==> config.mk <==
export PLATFORM = sky130hd
export DESIGN_NAME = sevenseg_scan_driver_flat
export DESIGN_NICKNAME = d
export VERILOG_FILES = /design/src/rtl/sevenseg_scan_driver_if.sv /design/src/rtl/sevenseg_scan_driver.sv /design/src/flat_wrapper.sv
export SDC_FILE = /design/constraint.sdc
export NUM_CORES = 1
export LEC_CHECK = 0
export CORE_MARGIN = 5
export CORE_UTILIZATION = 36
export CTS_CLUSTER_SIZE = 40
export DETAILED_ROUTE_END_ITERATION = 8
export DONT_BUFFER_PORTS = 1
export RECOVER_POWER = 100
export REMOVE_ABC_BUFFERS = 1
export SKIP_LAST_GASP = 1
export SLEW_MARGIN = 10
export SYNTH_ARGS = -nofsm -noshare
export SYNTH_HDL_FRONTEND = slang
export SYNTH_SLANG_ARGS = --single-unit
==> constraint.sdc <==
create_clock -name clk -period 6.9 [get_ports clk]
set_input_delay 1.035 -clock clk [delete_from_list [all_inputs] [get_ports clk]]
set_output_delay 1.035 -clock clk [all_outputs]
set_load 0.01 [all_outputs]
### Cell classes on the final placement, run 1

Fill, decap, tap and diode cells in grey.
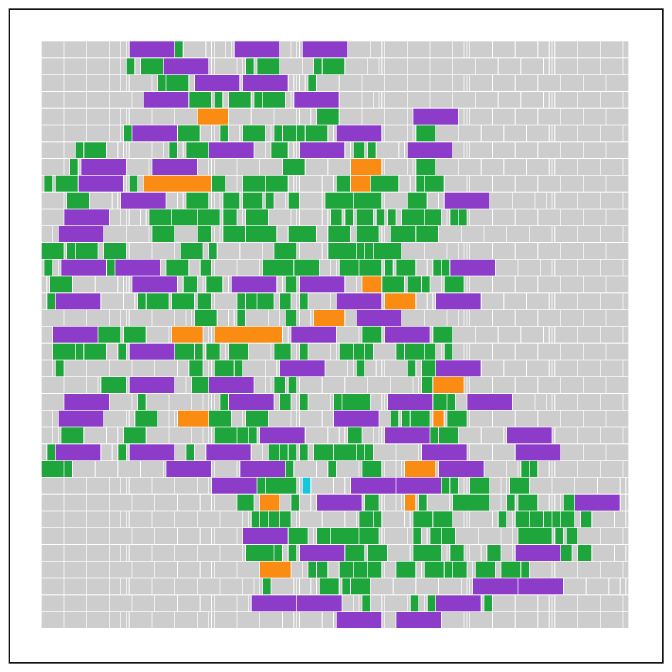
Cyan is remaining buffers and delay cells, cells 1, share of their area 0.11%. Purple is sequential cells, cells 71, share of their area 41%. Orange is clock drivers and dummy loads, cells 16, share of their area 6.4%. Green is remaining logic cells, cells 264, share of their area 52%.
Seq/total area: 39.76%
Non-Filler Cell Area, Final: 0.003575 mm²
core area: 0.009065 mm²
Layout Utilization: 39.43%

### The metal 1 layer, run 1

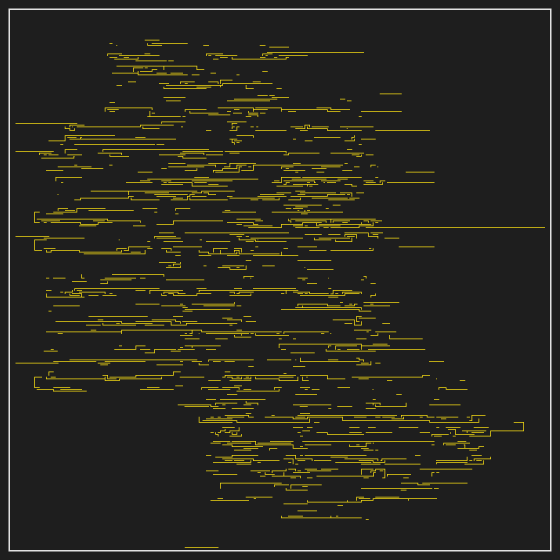
The longest straight run is 35.0 µm. The layer carries 3210 µm of wire. 361 nets have wire on it. The wires run mostly horizontal. The layer holds 46% of the routed length.
DR vias: 2393
GR Layer Usage met1: 15.84%
wirelength, routed: 7031 µm

### Wire density map, run 1

Bar = 20 µm. 21 x 21 tiles, from dark blue (low) to red (high), scaled to the fullest tile. Values are wire area over tile area, all layers added.
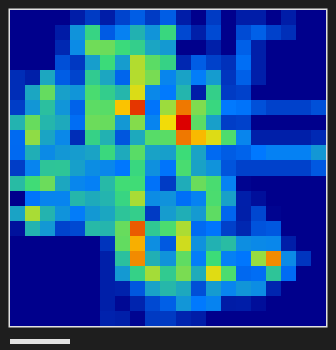
The emptiest ninth of the die: south-west. The fullest tile reaches 0.44. The mean over all tiles is 0.10.
overall global routing resource usage: 13.04%
average detailed-routed wire length per instance: 15.19 µm

==> results.txt <==
Results of the run.

Yosys reported a register bit count of 71. The TritonCTS clock tree is built. The number of cells on the worst hold path is listed as 2. As reported, the later end of the worst-skew pair has a clock insertion delay of between 300 and 400 ps. The analysis attributes to cell leakage a power of 0.001521 µW. The count of buffers inserted at the top-level ports is 0. The stat command in Yosys gives a chip area of approximately 0.0033 mm².

After synthesis, the cell types taking the most area are dfxtp_1 (43%), mux2i_1 (15%), nor2_1 (7.7%). By count the netlist is led by dfxtp_1 (71), nor2_1 (68), mux2i_1 (51). Per the power-grid run, VDD falls by no more than about 0.00013 V.

The prevailing logic family in the synthesized netlist is simple AND/OR/NAND/NOR gates. The and-or/or-and share of the synthesized area is 6.720%. The flow ran to the end, but the final reports show violations. For this run the detailed placement stage logged an HPWL of 5115 µm. Sequential cells were found to cover 43.13% of the synthesized design area.

The last timing report of the flow puts the setup violation total at 0. The parity-gate share of the synthesized area counting xor and xnor cells is roughly 5.3%. Across the run, the number of max-cap violations was 1.

The data arrival time at the worst-slack endpoint is about 5000 ps. The final critical-path share of the clock period is between 70% and 80%. The synthesized design contains 0 enable-type register cells. The number of antenna violations at the first check in global routing is 0. The kind of start point of the critical path is a primary input. The detail route stage leaves a number of antenna-violating nets equal to 0. After its last routability iteration, the placer logged a weighted congestion of between 0.7 and 0.8. The die is between 100 and 150 µm tall. The fraction of final layout cells with drive strength greater than 1 is 7.102%. The routed design shows a via density per instance of 5.168. The number of filler instances in the final layout is around 900.

Per the repair_timing log after CTS, setup buffers inserted total 0. Per the placement report, the placed cell count is roughly 450. In this run the worst hold path is classified as reg2reg. According to the finish report, the design has a final net count of between 300 and 400.

The area occupied by registers is 0.001421 mm². Hold-check failures listed in the final report amount to 0. The final antenna diode count is 0. The final-layout setup total negative slack is 0 ps. Setup repair after global routing left no endpoint under its margin.

The upper clock frequency limit is 206.9 MHz. The floorplan report gives the top-level pin count as 48. The netlist area before placement is 0.003296 mm².

The remaining max-slew budget at the tightest pin is -37.29%. The number of cells in Yosys stat is about 350. The post-synthesis adder-cell area fraction is approximately 3.4%. The most used flip-flop cell after synthesis is dfxtp_1. The global-route congestion overflow total is 0.

The share of synthesized area spent on multiplexers is 18.38%. Warnings raised by the tools during the run amount to 30. The combinational gate area is between 0.0015 and 0.002 mm². The number of clock sinks is ~71. The worst path needs approximately 4800 ps of the cycle, external delays included. The final worst clock skew is around 11 ps. Per the synthesis report, the number of distinct cell types is 46.

CTS placed an instance of clkbuf_8 at the clock tree root. The final setup slack of the worst path is ~2100 ps. The final max-slew violation count is 24.

For flop-to-flop paths, the worst setup slack is approximately 2100 ps. The floorplan die area is 0.01117 mm². The depth of the most critical reg-to-reg path is 11.

Overall power consumption after layout is estimated at around 840 µW. After synthesis, the share of flip-flops with an asynchronous set or reset is 0%. The final reports fail on max-capacitance violations, max-slew violations.

Once iteration 0 of detailed routing completed, the report listed around 130 DRC markers. The first-pass GRT wire length is about 12000 µm.
-- run 1: report_power, final --
part           internal, µW  leakage (µW)  total [µW]  switching, µW
Clock                   205      0.000114         369            165
Sequential              421      0.000579         430           9.05
Combinational          21.9      0.000829        43.4           21.5
-- run 1: critical path: stages --
cell and delay, ps:
and4_1 210, and4_1 470, mux2i_1 1610, mux2i_1 270, mux2i_1 500, inv_1 170, ha_1 240, mux2_2 270
a211oi_1 230, nor2_1 50
-- run 1: area by class of cell --
cell class	instances	share of cell area [%]
multi-input cells	255	49.14
repair buffers	1	0.1050
clock buffers	9	3.465
clock inverters	7	2.695
flip-flops and latches	71	39.76
inverters	9	0.9450
well taps	111	3.885
-- run 1: metal layers --
metal	GRT usage, %	vias to the layer above	routed length [µm]
met1	15.84	1129	3210
met5	0	-	0
met4	5.643	0	97
met2	20.08	48	3250
met3	5.573	11	473
li1	-	1205	-
-- run 1: per-stage QoR --
step,util (%),area (µm²)
floorplan,-,3221
global route,39.43,3575
CTS,39.61,3591
detailed placement,37.18,3371
finish,39.43,3575
global placement,37.18,3371
-- run 1: layout by cell type, fill, tap and decap left out, types with 4 or more instances in the layout --
| master | synthesis | routed |
|---|---|---|
| and3_1 | 8 | 8 |
| mux2i_1 | 51 | 51 |
| o21ai_0 | 7 | 7 |
| nand3_1 | 5 | 5 |
| clkbuf_8 | 0 | 9 |
| inv_1 | 9 | 9 |
| dfxtp_1 | 71 | 71 |
| a21oi_1 | 8 | 8 |
| ha_1 | 9 | 9 |
| xnor2_1 | 5 | 5 |
| nand2_1 | 22 | 22 |
| nand4_1 | 5 | 5 |
| o22a_1 | 4 | 4 |
| nor2_1 | 68 | 68 |
| mux2_2 | 4 | 4 |
| xor2_1 | 15 | 15 |
Power is estimated from default activity; no workload was simulated.
